--- src/rtl/ask_demod.sv ---
// Non-coherent 2ASK demodulator: counts carrier rising edges per bit window
// and recovers start/8-data/stop framed bytes.
module ask_demod #(
  parameter int BIT_CYCLES  = 64,
  parameter int EDGE_THRESH = 8
) (
  input  logic       clk,
  input  logic       rst_n,
  input  logic       ask_in,
  output logic [7:0] data_out,
  output logic       data_valid,
  output logic       frame_err,
  output logic       busy
);

  localparam int CW = $clog2(BIT_CYCLES);
  localparam int EW = $clog2(BIT_CYCLES + 1);
  localparam logic [EW:0] THRESH = (EW + 1)'(EDGE_THRESH);
  localparam logic [CW-1:0] LAST_CNT = CW'(BIT_CYCLES - 1);

  typedef enum logic [1:0] {IDLE, START, DATA, STOP} state_t;

  state_t        state;
  logic          ask_p0, ask_s, ask_d;
  logic          rise;
  logic          win_end;
  logic          bit_val;
  logic [CW-1:0] bit_cnt;
  logic [EW-1:0] edge_cnt;
  logic [2:0]    bit_idx;
  logic [7:0]    shreg;

  // A rise landing on the last cycle still belongs to the ending window.
  function automatic logic window_bit(input logic [EW-1:0] cnt, input logic r);
    logic [EW:0] total;
    total = {1'b0, cnt} + {{EW{1'b0}}, r};
    return total >= THRESH;
  endfunction

  // Stage p0/s: two-flop synchronizer, then one more flop for edge detect
  always_ff @(posedge clk or negedge rst_n) begin
    if (!rst_n) begin
      ask_p0 <= 1'b0;
      ask_s  <= 1'b0;
      ask_d  <= 1'b0;
    end else begin
      ask_p0 <= ask_in;
      ask_s  <= ask_p0;
      ask_d  <= ask_s;
    end
  end

  assign rise    = ask_s & ~ask_d;
  assign win_end = (bit_cnt == LAST_CNT);
  assign bit_val = window_bit(edge_cnt, rise);

  // Frame FSM with window counters and registered outputs
  always_ff @(posedge clk or negedge rst_n) begin
    if (!rst_n) begin
      state      <= IDLE;
      bit_cnt    <= '0;
      edge_cnt   <= '0;
      bit_idx    <= '0;
      shreg      <= '0;
      data_out   <= '0;
      data_valid <= 1'b0;
      frame_err  <= 1'b0;
      busy       <= 1'b0;
    end else begin
      data_valid <= 1'b0;
      frame_err  <= 1'b0;
      if (state == IDLE) begin
        bit_cnt  <= '0;
        edge_cnt <= '0;
        if (rise) begin
          state    <= START;
          bit_cnt  <= CW'(1);
          edge_cnt <= EW'(1);
          busy     <= 1'b1;
        end
      end else begin
        if (win_end) begin
          bit_cnt  <= '0;
          edge_cnt <= '0;
        end else begin
          bit_cnt  <= bit_cnt + 1'b1;
          edge_cnt <= edge_cnt + EW'(rise);
        end
        case (state)
          START: if (win_end) begin
            if (bit_val) begin
              state   <= DATA;
              bit_idx <= '0;
            end else begin
              state <= IDLE;
              busy  <= 1'b0;
            end
          end
          DATA: if (win_end) begin
            shreg[bit_idx] <= bit_val;
            if (bit_idx == 3'd7) state <= STOP;
            else bit_idx <= bit_idx + 1'b1;
          end
          STOP: if (win_end) begin
            if (!bit_val) begin
              data_out   <= shreg;
              data_valid <= 1'b1;
            end else begin
              frame_err <= 1'b1;
            end
            state <= IDLE;
            busy  <= 1'b0;
          end
          default: begin
            state <= IDLE;
            busy  <= 1'b0;
          end
        endcase
      end
    end
  end

endmodule

--- config.mk ---
export PLATFORM = sky130hd
export DESIGN_NAME = ask_demod
export DESIGN_NICKNAME = d
export VERILOG_FILES = /design/src/rtl/ask_demod.sv
export SDC_FILE = /design/constraint.sdc
export NUM_CORES = 1
export LEC_CHECK = 0
export ABC_CLOCK_PERIOD_IN_PS = 6000
export CAP_MARGIN = 30
export CORE_ASPECT_RATIO = 1.5
export CORE_MARGIN = 2
export CORE_UTILIZATION = 55
export DETAILED_ROUTE_END_ITERATION = 12
export GPL_TIMING_DRIVEN = 0
export MAX_ROUTING_LAYER = met4
export PLACE_DENSITY = 0.86
export SLEW_MARGIN = 15
export SYNTH_ARGS = -nofsm -noshare
export SYNTH_HDL_FRONTEND = slang
export SYNTH_SLANG_ARGS = --single-unit
--- constraint.sdc ---
create_clock -name clk -period 6 [get_ports clk]
set_input_delay 0.6 -clock clk [delete_from_list [all_inputs] [get_ports clk]]
set_output_delay 0.6 -clock clk [all_outputs]
set_load 0.02 [all_outputs]
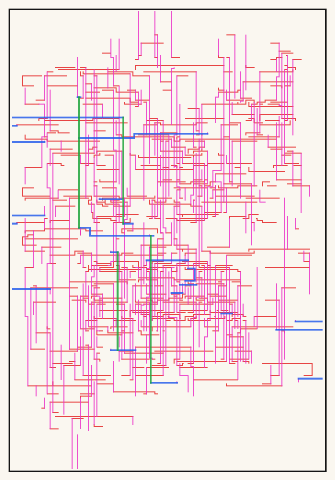
*Metal layers overlaid, run 1*
(6 px per um)
legend:
  red:
    layer: met1
    wire_length: 1,420 um
  magenta:
    layer: met2
    wire_length: 1,920 um
  blue:
    layer: met3
    wire_length: 121 um
  green:
    layer: met4
    wire_length: 80.2 um
Avg WL per Cell: 15.2 um
via count: 1,366
total track usage: 20.3%
routed wire length: 3540 um

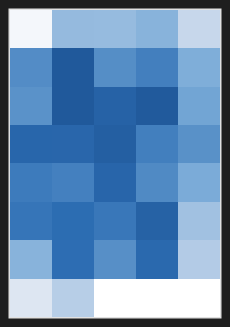
*Placement density heat map, run 1*
(4 px per um) 5 x 8 tiles, from white (low) to dark blue (high), 0 to 100% covered.
tiles over 75% full: 30%
fullest tile: 84%
emptiest ninth of the die: lower right
core area: 3380 um^2
final core utilization: 67.2%
Core Density at Floorplan: 57.4%

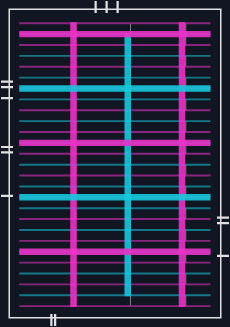
*Power grid, run 1*
(4 px per um) Pins as bars on the die edge. Tap cells in gray.
legend:
  cyan:
    net: VDD
  magenta:
    net: VSS
tap cells: 42
met4 straps: 3
rows: 26
met5 straps: 5

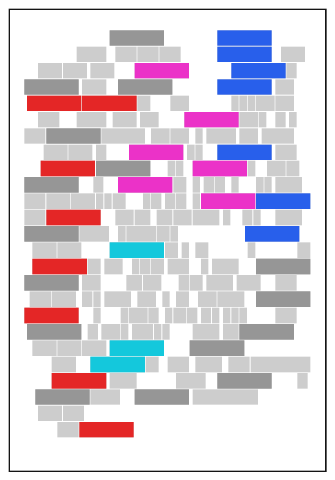
*Where the registers sit, run 1*
(6 px per um)
legend:
  blue:
    netlist_name: edge_cnt
    placed_flops: 7
    where: upper right
  red:
    netlist_name: shreg
    placed_flops: 8
  magenta:
    netlist_name: bit_cnt
    placed_flops: 6
  cyan:
    netlist_name: bit_idx
    placed_flops: 3
not colored: 16
Flop+latch power: 303 uW
sequential share of cell area: 44.1%

==> flow_metrics.env, run 1 <==
# yosys + openroad results
export IMPL_status="completed"
export IMPL_synth_cells=169
export IMPL_yosysUniqueCellTypes=42
export IMPL_wl_met3_um=121
export IMPL_drive_above_1_share_pct=17.3
export IMPL_yosys_stat_cells=169
export IMPL_regArea_um2=1000
export IMPL_worstSetupPathType="reg -> reg"
export IMPL_cts_buffers=5
export IMPL_critical_path_depth=7
export IMPL_crit_start="state[0]"
export IMPL_fmaxAchievable_mhz=448
export IMPL_multiInputCombCellCount=114
export IMPL_holdWs_ns=0.265
export IMPL_irDropWorstVdd_uv=257
export IMPL_buffer_area_share_pct=8.59
export IMPL_slew_viol_final=0
export IMPL_finalSetupTns_ns=0
export IMPL_power_switching_uw=174
export IMPL_vias_per_cell=5.86
export IMPL_pwr_share_seq_pct=46.0
export IMPL_overflow=0
export IMPL_mostFrequentLayoutCell="dfrtp_1"
export IMPL_synth_most_common_cell="dfrtp_1"
export IMPL_grt_max_degree=22
export IMPL_remaining_drc_errors=0
export IMPL_cp_max_fo=10
export IMPL_dp_hpwl_um=2640
export IMPL_stdcell_count=233
export IMPL_nets=203
export IMPL_grt_pass1_vias=1374
export IMPL_htree_num_levels=2
export IMPL_rows=26
export IMPL_clkbuf_count=7
export IMPL_p_per_area_nw_per_um2=290
export IMPL_cts_root_buf="clkbuf_8"
export IMPL_clockPowerShare_pct=35.8
export IMPL_fin_area_um2=2270
export IMPL_top_power_group="registers"
export IMPL_rr_startpoint="state[0]"
export IMPL_n_all_buffers=21
export IMPL_die_area_um2=4030
export IMPL_leakagePower_uw=0.00105
export IMPL_critical_path_cell_chain="inv_1, ha_1, buf_6, nand3b_1, nor3_1, nand4b_1, mux2_2"
export IMPL_ys_flop_type="dfrtp_1"
export IMPL_cts_sinks=40
export IMPL_holdCritPathClass="in -> async"
export IMPL_topRoutingLayerUsed="met4"
export IMPL_synth_area_um2=1940
export IMPL_antenna_found_initial=0
### Clock routing, run 1

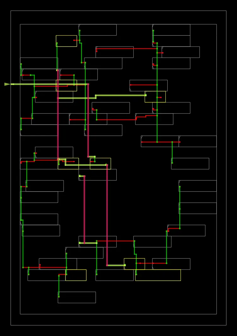

## Run 2: what changed since run 1
ABC_CLOCK_PERIOD_IN_PS = 1900   (was 6000)
CORE_UTILIZATION = 52   (was 55)
clock period = 1.9 ns   (was 6 ns; I/O delays follow)
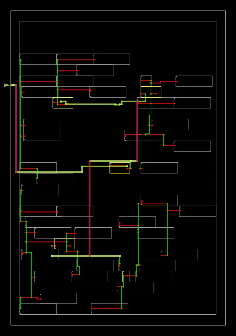
*Clock routing, run 2*
cts bufs inserted: 5
flip-flop and latch count: 40
layout clock buffer count: 5
Clock Skews: 0.00357 ns

==> run 2 against run 1 <==
  * The flow now finishes with violations (setup timing)
  * Total power rose to 3.2 times the previous value
  * Combinational power rose to 4.8 times the previous value
  * Worst setup slack got worse by 3.8 ns
  * Core utilization rose by 4.3 points
  * Highest routed layer unchanged
==> flow_metrics.env, run 2 <==
# yosys + openroad results
export IMPL_status="finished with violations"
export IMPL_synth_area_um2=1940
export IMPL_mostFrequentLayoutCell="dfrtp_1"
export IMPL_finalSetupViolCount=13
export IMPL_wl_met3_um=215
export IMPL_drt_total_wl_um=4680
export IMPL_rr_startpoint="ask_d"
export IMPL_antenna_found_initial=0
export IMPL_holdCritPathClass="in -> reg"
export IMPL_nets=220
export IMPL_leakagePower_uw=0.00115
export IMPL_yosys_stat_cells=169
export IMPL_seq_area_share_pct=38.8
export IMPL_finalSetupTns_ns=-0.604
export IMPL_slew_viol_final=0
export IMPL_n_all_buffers=37
export IMPL_core_area_um2=3610
export IMPL_topRoutingLayerUsed="met4"
export IMPL_violations="setup timing"
export IMPL_die_area_um2=4250
export IMPL_grt_max_degree=25
export IMPL_critical_path_depth=7
export IMPL_synth_most_common_cell="dfrtp_1"
export IMPL_multiInputCombCellCount=115
export IMPL_vias_per_cell=6.02
export IMPL_setup_slack_ns=-0.0677
export IMPL_initCoreUtil_pct=53.7
export IMPL_ys_flop_type="dfrtp_1"
export IMPL_wl_per_cell_um=18.7
export IMPL_rows=27
export IMPL_stdcell_count=250
export IMPL_drive_above_1_share_pct=32.9
export IMPL_p_seq_uw=973
export IMPL_dp_hpwl_um=2530
### Metal layers overlaid, run 2

(6 px per um)
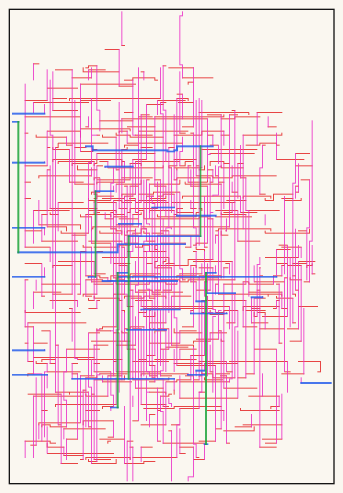

## Run 3: what changed since run 2
==> constraint.sdc (replaced) <==
create_clock -name clk -period 1.9 [get_ports clk]
set_input_delay 0.475 -clock clk [delete_from_list [all_inputs] [get_ports clk]]
set_output_delay 0.475 -clock clk [all_outputs]
set_load 0.02 [all_outputs]
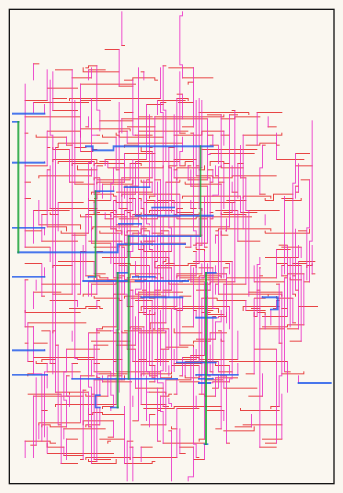
*Metal layers overlaid, run 3*
(6 px per um)
legend:
  magenta:
    layer: met2
    wire_length: 2,560 um
  red:
    layer: met1
    wire_length: 1,730 um
  green:
    layer: met4
    wire_length: 126 um
  blue:
    layer: met3
    wire_length: 209 um

==> run 3 against run 2 <==
  * The run still ends with setup timing left
  * Total power is 0.30% lower
  * Routed wire length shrank 1.3%
  * Register-to-register slack about the same
  * Clock power hardly changed
  * Global-route usage unchanged
  * Clock-buffer cell count unchanged
  * Critical endpoint unchanged
  * Largest cell class unchanged
==> flow_metrics.env, run 3 <==
# yosys + openroad results
export IMPL_finalSetupViolCount=12
export IMPL_synth_area_um2=1940
export IMPL_holdCritPathClass="in -> async"
export IMPL_fin_area_um2=2570
export IMPL_grtUsageTotal_pct=23.3
export IMPL_leakagePower_uw=0.00115
export IMPL_mostFrequentLayoutCell="dfrtp_1"
export IMPL_critical_path_cell_chain="nor2b_4, ha_4, ha_4, and4b_1, a2bb2oi_4, nor2_8, mux2_4"
export IMPL_skew_ns=0.00349
export IMPL_ys_flop_type="dfrtp_1"
export IMPL_violations="setup timing"
export IMPL_cts_root_buf="clkbuf_8"
export IMPL_pwr_share_seq_pct=47.0
export IMPL_n_all_buffers=36
export IMPL_critical_path_depth=7
export IMPL_overflow=0
export IMPL_setup_slack_ns=-0.0650
export IMPL_vias_per_cell=6.06
export IMPL_status="finished with violations"
export IMPL_dr_total_vias=1509
export IMPL_drt_total_wl_um=4620
export IMPL_drive_above_1_share_pct=33.0
Power is estimated from default activity; no workload was simulated.
